--- src/rtl/fir_s2p3_packer.sv ---
// fir_s2p3_packer: 1-to-3 serial-to-parallel packer feeding a 3-way unfolded FIR (rev 1.0).
// Define FIR_S2P3_FLUSH_EN to let FLUSH close a partial group with zero padding.
`default_nettype none

module fir_s2p3_packer #(
  parameter int NBIT = 9
) (
  input  logic            CLK,
  input  logic            RST,
  input  logic            VIN,
  input  logic [NBIT-1:0] DIN,
  input  logic            FLUSH,
  output logic            VOUT,
  output logic [NBIT-1:0] DOUT3k,
  output logic [NBIT-1:0] DOUT3k1,
  output logic [NBIT-1:0] DOUT3k2
);

  typedef enum logic [1:0] {
    P0 = 2'd0,
    P1 = 2'd1,
    P2 = 2'd2
  } phase_t;

  phase_t          state, state_nxt;
  logic [NBIT-1:0] slot0, slot1;
  logic [NBIT-1:0] grp0, grp1, grp2;
  logic            emit;

`ifndef FIR_S2P3_FLUSH_EN
  logic unused_flush;
  assign unused_flush = FLUSH;
`endif

  always_comb begin
    state_nxt = state;
    emit      = 1'b0;
    grp0      = slot0;
    grp1      = slot1;
    grp2      = DIN;

    if (VIN) begin
      case (state)
        P0: state_nxt = P1;
        P1: state_nxt = P2;
        P2: begin
          state_nxt = P0;
          emit      = 1'b1;
        end
        default: state_nxt = P0;
      endcase
    end

`ifdef FIR_S2P3_FLUSH_EN
    // The incoming sample is captured before the flush pads the rest with zeros.
    if (FLUSH) begin
      if (VIN) begin
        case (state)
          P0: begin
            state_nxt = P0;
            emit      = 1'b1;
            grp0      = DIN;
            grp1      = '0;
            grp2      = '0;
          end
          P1: begin
            state_nxt = P0;
            emit      = 1'b1;
            grp1      = DIN;
            grp2      = '0;
          end
          default: ;
        endcase
      end else begin
        case (state)
          P1: begin
            state_nxt = P0;
            emit      = 1'b1;
            grp1      = '0;
            grp2      = '0;
          end
          P2: begin
            state_nxt = P0;
            emit      = 1'b1;
            grp2      = '0;
          end
          default: ;
        endcase
      end
    end
`endif
  end

  always_ff @(posedge CLK or posedge RST) begin
    if (RST) begin
      state <= P0;
    end else begin
      state <= state_nxt;
    end
  end

  always_ff @(posedge CLK or posedge RST) begin
    if (RST) begin
      slot0   <= '0;
      slot1   <= '0;
      VOUT    <= 1'b0;
      DOUT3k  <= '0;
      DOUT3k1 <= '0;
      DOUT3k2 <= '0;
    end else begin
      if (VIN && (state == P0)) slot0 <= DIN;
      if (VIN && (state == P1)) slot1 <= DIN;
      VOUT <= emit;
      if (emit) begin
        DOUT3k  <= grp0;
        DOUT3k1 <= grp1;
        DOUT3k2 <= grp2;
      end
    end
  end

endmodule

`default_nettype wire

--- config.mk ---
export PLATFORM = sky130hd
export DESIGN_NAME = fir_s2p3_packer
export DESIGN_NICKNAME = d
export VERILOG_FILES = /design/src/rtl/fir_s2p3_packer.sv
export SDC_FILE = /design/constraint.sdc
export NUM_CORES = 1
export LEC_CHECK = 0
export CORE_AREA = 2 2 75 56
export DETAILED_ROUTE_END_ITERATION = 8
export DIE_AREA = 0 0 77 58
export PLACE_DENSITY = 0.88
export SLEW_MARGIN = 20
export SYNTH_ARGS = -nofsm -noshare
export SYNTH_HDL_FRONTEND = slang
export SYNTH_SLANG_ARGS = --single-unit
--- constraint.sdc ---
create_clock -name CLK -period 4 [get_ports CLK]
set_input_delay 0.8 -clock CLK [delete_from_list [all_inputs] [get_ports CLK]]
set_output_delay 0.8 -clock CLK [all_outputs]
set_load 0.03 [all_outputs]
Fig. 1: run 1, routing congestion map
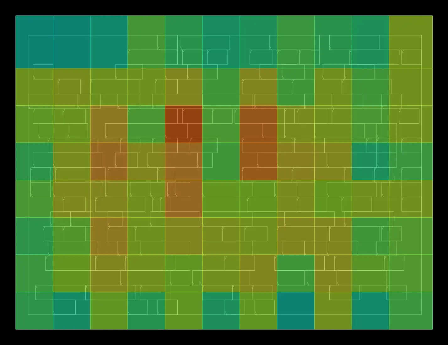
peak-usage layer in the global routing report: met2
GR Layer Usage met1: 20.5%
post-layout utilization of the core: 64.2%
met2 Resource Use GR: 24.1%
gr usage total: 15.8%

Fig. 2: run 1, drive-strength map
(4 px per µm)
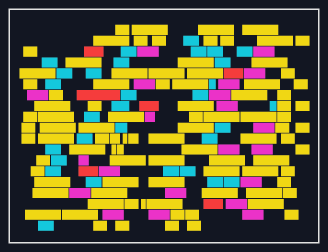
- yellow: drive 1 or less (cells 93; share 62%; most used dfrtp_1)
- magenta: drive 3 to 4 (cells 21; share 14%; most used mux2_4)
- cyan: drive 2 (cells 30; share 20%; most used mux2_2)
- red: drive 6 and up (cells 6; share 4.0%; most used clkbuf_8)
Setup WS post-layout: 1.28 ns
Non-Clock Buffer Count: 40
Area growth syn-to-layout: 27.3%
final cell area excluding filler cells: 0.00241 mm²

Fig. 3: run 1, port wiring
(6 px per µm)
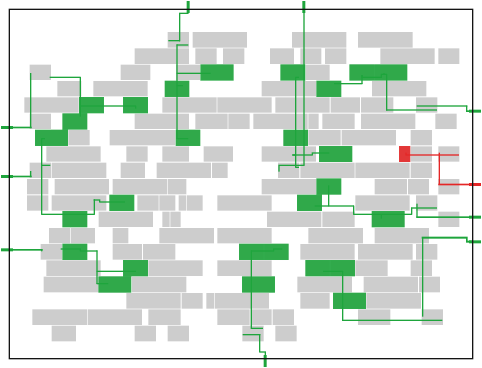
- red: `RST` (bits 1; direction input; edge right; end cells 1; buffers 1; wire 19.6 µm)
- green: `DIN` (bits 9; direction input; edge 3 right, 3 left, 2 top, 1 bottom; end cells 27; buffers 9; wire 330 µm)

==> results.txt, run 1 <==
Implementation results

The library cells used most frequently in the layout, excluding fill and tap cells, are 48 x sky130_fd_sc_hd__dfrtp_1, 39 x sky130_fd_sc_hd__clkdlybuf4s50_1, 26 x sky130_fd_sc_hd__mux2_2. The final number of max-transition violations is 0. The die footprint is between 0.004 and 0.005 mm². In this run the top signal layer used is met4.

The via total after detailed routing is between 900 and 1000. According to the timing report, the arrival time at the worst endpoint equals about 2.9 ns. The largest non-sequential cell family by area is multiplexers. The number of global-route vias before repair was approximately 1100. The post-synthesis net count is around 120. In the synthesized netlist the dominant register cell turns out to be sky130_fd_sc_hd__dfrtp_1. Across the routed clock network, the largest skew measured is approximately 0.0075 ns.

By instance count after routing, the leading logic cell type is sky130_fd_sc_hd__dfrtp_1. The synthesis report gives the async set-or-reset register share as 100%. For the worst min-delay path, the startpoint reported by OpenROAD is grp1[4].

The number of levels the H-tree was split into is 2. The DRC violation total left in the routed layout is recorded as 0. The synthesized instance count is 107. The via density per instance is slightly below 5.

Per the synthesis report, the number of distinct cell types is 12. The critical path launch point type is an input port. The placeable core region is approximately 0.0038 mm².

The detailed placement HPWL is ~2100 µm. Looking at the clock tree report, the maximum root-to-sink buffer count equals 2. CTS saw 48 sinks. The first-iteration detailed-routing DRC count is 36. The number of antenna violations at the first check in global routing is 0. The ratio of final minimum period to clock period is 68.0%.

The total of hold buffers inserted after clock tree synthesis is 0. The main area contributors are sky130_fd_sc_hd__dfrtp_1 63%, sky130_fd_sc_hd__mux2_2 15%, sky130_fd_sc_hd__mux2_4 15%, sky130_fd_sc_hd__buf_12 2.1%, sky130_fd_sc_hd__inv_1 0.79%. The data required time reported for the critical path is 4.19 ns.

For the worst flop-to-flop path, the logic depth is 3. The cell type with the largest total area is sky130_fd_sc_hd__dfrtp_1. The total cell area reported by yosys after synthesis is approximately 0.0019 mm². In this run, the synthesized area fraction spent on and/or/nand/nor cells is recorded as under 10%.

The flow ran to the end, and the final reports show no timing, DRC or antenna violations. The timing report gives the worst reg2reg path a setup slack of roughly 1.8 ns. The number of I/O port buffers is 39. The count of nets after finishing is 162. The mean cell area of the mapped netlist is around 18 µm². Summing the areas of all compound-gate instances in the mapped netlist gives less than 1% of the synthesized area. Power attributed to combinational cells is slightly below 0.001 W.

Per the summary, power density relative to cell area is 908 mW/mm². The design has approximately 48 sequential cells. Per the TritonCTS log, the buffer count is 5. The total area of sequential cells is between 0.001 and 0.0015 mm². Max fanout on the critical path was recorded as 17. In this run the remaining antenna-violating nets after routing total 0. The cell family with the largest share of critical-path delay is buffers and inverters.

met3 track demand over resource after global routing is 5.45%. Of the total standard cell area in the layout, the multi-input combinational portion is about a quarter. The CTS tree is done. For the worst reg-to-reg path, the endpoint reported by OpenROAD is DOUT3k1[2]. Per STA, the startpoint of the critical path is VIN. Setup repair after global routing left no endpoint under its margin. The layout has 289 filler cells. The top cell class by occupied area is sequential cells. After detailed placement, the total cell area comes to ~0.0023 mm². After floorplanning, the core was divided into 19 placement rows. In the final layout, the multi-input gates occupy a little over 600 µm². The final tally of hold violations is 0. The number of cells in Yosys stat is 107. The capturing element type of the critical path is a register. After detailed routing, the average wire length per cell comes to between 15 and 20 µm. The final count of negative-setup-slack endpoints is 0. The pin slew with the least headroom to its limit is 1.08 ns. Sorting the synthesized cells by how often they occur yields 48 x sky130_fd_sc_hd__dfrtp_1, 26 x sky130_fd_sc_hd__mux2_2, 19 x sky130_fd_sc_hd__mux2_4. Sequential elements use between 60 and 70% of the synthesized area.

The signal on the critical path passes through clkdlybuf4s50_1, nand3b_1, buf_4, mux2_4. The power report puts the leakage power at approximately 1.1 nW. The instance count on the critical path is 4. Per the synthesis report, the adder-cell share of the synthesized area is 0%.

Following the worst setup path forward leads to its endpoint at DOUT3k1[2]. The total of max-cap violations is 0. For this run the top cell type by instance count after synthesis was sky130_fd_sc_hd__dfrtp_1. Counting the warning lines in the Yosys log gives 0. Measured on the final layout, buffering overhead outside the clock network stands at 16.5%. The critical path start-end classification is in -> reg. Hold timing on the final database bottoms out at a slack of 0.504 ns. The total power of the final layout is between 0.002 and 0.0025 W. The met3 wirelength from detailed routing is ~210 µm.
==> run 2, diff against run 1 <==
--- a/config.mk
+++ b/config.mk
@@ -5,10 +5,10 @@
 export SDC_FILE = /design/constraint.sdc
 export NUM_CORES = 1
 export LEC_CHECK = 0
-export CORE_AREA = 2 2 75 56
+export CORE_AREA = 2 2 78 58
 export DETAILED_ROUTE_END_ITERATION = 8
-export DIE_AREA = 0 0 77 58
-export PLACE_DENSITY = 0.88
+export DIE_AREA = 0 0 80 60
+export PLACE_DENSITY = 0.83
 export SLEW_MARGIN = 20
 export SYNTH_ARGS = -nofsm -noshare
 export SYNTH_HDL_FRONTEND = slang
==> constraint.sdc (replaced) <==
create_clock -name CLK -period 2.7 [get_ports CLK]
set_input_delay 0.54 -clock CLK [delete_from_list [all_inputs] [get_ports CLK]]
set_output_delay 0.54 -clock CLK [all_outputs]
set_load 0.03 [all_outputs]
==> run 2 against run 1 <==
Critical path depth down 3. Power is 45% higher. Combinational power increased by 48%. Synthesized cell count did not move. Highest routed layer unchanged.
==> results.txt, run 2 <==
Implementation results

The arithmetic-cell share of the synthesized area counting full adders, half adders and majority gates was 0% (unchanged). The synthesis stat section lists a flop and latch total of around 48. Ranking logic cells in the layout by count gives the top entries 48 x sky130_fd_sc_hd__dfrtp_1, 39 x sky130_fd_sc_hd__clkdlybuf4s50_1, 26 x sky130_fd_sc_hd__mux2_2. The final clock skew is 0.00652 ns (-0.00101 ns).

The first element of the critical path is DOUT3k[1]. The tightest hold margin came to 0.506 ns (+0.00260 ns). The met3 routing resource usage after global routing is 3.32% (-2.1 points). The number of nets with antenna violations after routing is 0 (unchanged).

The first-iteration detailed-routing DRC count was 26 (-28%). The pin slew with the least headroom to its limit is 0.551 ns (-0.529 ns). For the worst reg-to-reg path, the endpoint reported by OpenROAD is DOUT3k2[5].

The total cell area reported by yosys after synthesis is 0.00189 mm² (unchanged). The power density of the placed cells was 1310 mW/mm² (+44%). The CTS sink count is 48 (unchanged). The power dissipated in combinational cells came to 0.00147 W (+48%). The top cell class by occupied area is sequential cells. The count of inserted tapcells is 55. The cell type with the largest total area is sky130_fd_sc_hd__dfrtp_1. Yosys mapped a number of flops with a built-in enable equal to 0. The multi-input logic area is 619 µm² (unchanged). The total power of the final layout is 0.00317 W (+45%). The synthesis run shows the most used standard cells to be 48 x sky130_fd_sc_hd__dfrtp_1, 26 x sky130_fd_sc_hd__mux2_2, 19 x sky130_fd_sc_hd__mux2_4. The cell family with the largest share of critical-path delay is buffers and inverters.

The site row count came to 20 (+1). The number of global-route vias before repair is 1041 (-1.9%). The data arrival time of the critical path came to 1.35 ns (-1.56 ns). The via total after detailed routing was 997 (+0.91%).

Listed in order, past its start point the critical path passes clkdlybuf4s50_1. The area share of xor/xnor cells in the synthesized design is 0%. STA classifies the critical path endpoint as a primary output. The proportion of final cell area spent on non-clock buffers is 17.4% (+0.88 points). The power in sequential cells is 0.00127 W. The number of cells on the worst reg-to-reg path came to 3 (unchanged). The final tally of hold violations is 0 (unchanged). The sequential cell count is 48 (unchanged). The detailed placement HPWL came to 2220 µm (+5.0%).

The aoi/oai-family share of the synthesized area was 0.727% (unchanged). The flow ran to the end, and the final reports show no timing, DRC or antenna violations. The total area of sequential cells is 0.00120 mm² (unchanged). At the end of routability-driven placement, the weighted congestion stood at between 0.7 and 0.8.

The remaining design rule violation count is 0 (unchanged). The synthesized area is 0.00189 mm². The filler cell count in the final layout is 329 (+14%). The worst-case register-to-register setup slack was 1.12 ns (-0.69 ns). The count of nets after finishing is 165 (+1.9%).

The highest net fanout along the worst path is 2 (-15). The buffer count excluding the clock tree in the final layout is 43 (+7.5%). By area the synthesized netlist is led by sky130_fd_sc_hd__dfrtp_1 63%, sky130_fd_sc_hd__mux2_2 15%, sky130_fd_sc_hd__mux2_4 15%, sky130_fd_sc_hd__buf_12 2.1%, sky130_fd_sc_hd__inv_1 0.79%.

The maximum root-to-sink buffer count is 2 (unchanged). The instance count on the critical path came to 1 (-3). The post-route worst setup slack is 0.808 ns (-0.474 ns). The yosys warning tally came to 0 (unchanged). The pre-CTS setup check shows a worst slack of 0.477 ns. Among logic cells in the layout, the one with the most instances is sky130_fd_sc_hd__dfrtp_1. The required time at the worst-slack endpoint is 2.16 ns (-2.03 ns). The CTS tree is done. Routed signal wires occupy layers up through met4. The synthesized instance count was 107 (unchanged).

The post-synthesis net count is 120 (unchanged). The critical path launch point type is a register. The number of levels the H-tree was split into came to 2 (unchanged). The leakage power figure is 1.11 nW (+0.44%).

Relative to the synthesized area, the layout overhead comes to 27.7%. The layer flagged by global routing as most heavily used is met2. The final count of negative-setup-slack endpoints is 0 (unchanged). The total of hold buffers inserted after clock tree synthesis is 0 (unchanged). The die footprint is 0.00480 mm² (+7.5%). Sorting the synthesis cell report by count puts at the top sky130_fd_sc_hd__dfrtp_1. The endpoint of the most critical setup path is DOUT3k[1]. The total of max-cap violations is 0 (unchanged). The standard cell area after detailed placement is 0.00232 mm² (+1.1%). The largest non-sequential cell family by area is multiplexers. The mean cell area of the mapped netlist is 17.7 µm² (unchanged).

The final number of max-transition violations is 0 (unchanged). The met3 wirelength from detailed routing is 141 µm (-33%). The design area was 0.00242 mm² (+0.31%). Setup repair after global routing left no endpoint under its margin. The via density per instance is 4.79 (-2.0%). The post-synthesis share of cell area spent on and, or, nand and nor gates is 1.19% (unchanged). Looking at the cell usage after synthesis, the top flip-flop cell is sky130_fd_sc_hd__dfrtp_1. The ratio of final minimum period to clock period is 70.1%.

The count of unique library cells instantiated by Yosys is 12 (unchanged). The start point of the worst min-delay path is grp0[2]. The share of the yosys chip area belonging to registers is 63.4% (unchanged). The critical path start-end classification is reg -> out. The proportion of register bits with asynchronous set or reset after synthesis is 100% (unchanged). The number of cells in Yosys stat is 107 (unchanged). The number of antenna violations at the first check in global routing was 0 (unchanged). The placeable core region is 0.00410 mm² (+9.3%). The combinational share of cell area came to 25.6% (-0.080 points). The total global routing overflow is 0. The clock buffer count from CTS is 5 (unchanged).
Fig. 4: run 2, routing congestion map
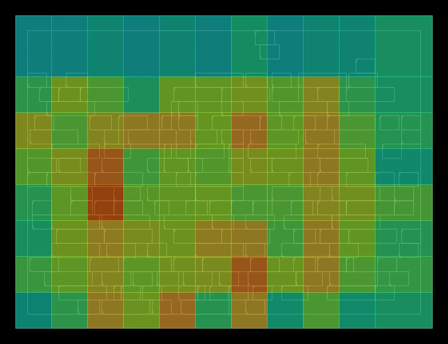
routed length per instance: 14.8 µm
met2 Resource Use GR: 23.6%
post-layout utilization of the core: 58.9%
gr usage total: 14.7%
GR Layer Usage met1: 18.5%

Fig. 5: run 2, port wiring
(6 px per µm)
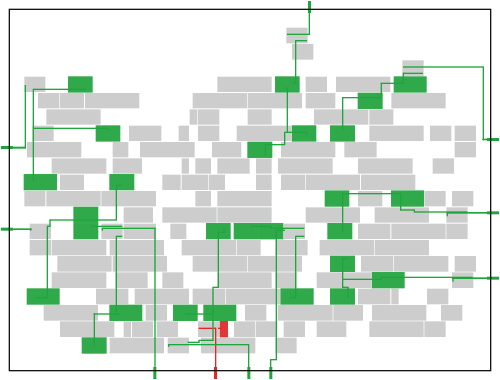
- red: `RST` (bits 1; direction input; edge bottom; end cells 1; buffers 1; wire 9.90 µm)
- green: `DIN` (bits 9; direction input; edge 3 bottom, 3 right, 2 left, 1 top; end cells 27; buffers 9; wire 399 µm)
port bufs: 39
ports placed on the boundary: 41

No activity file was given, so power comes from the tool's default toggle rates.
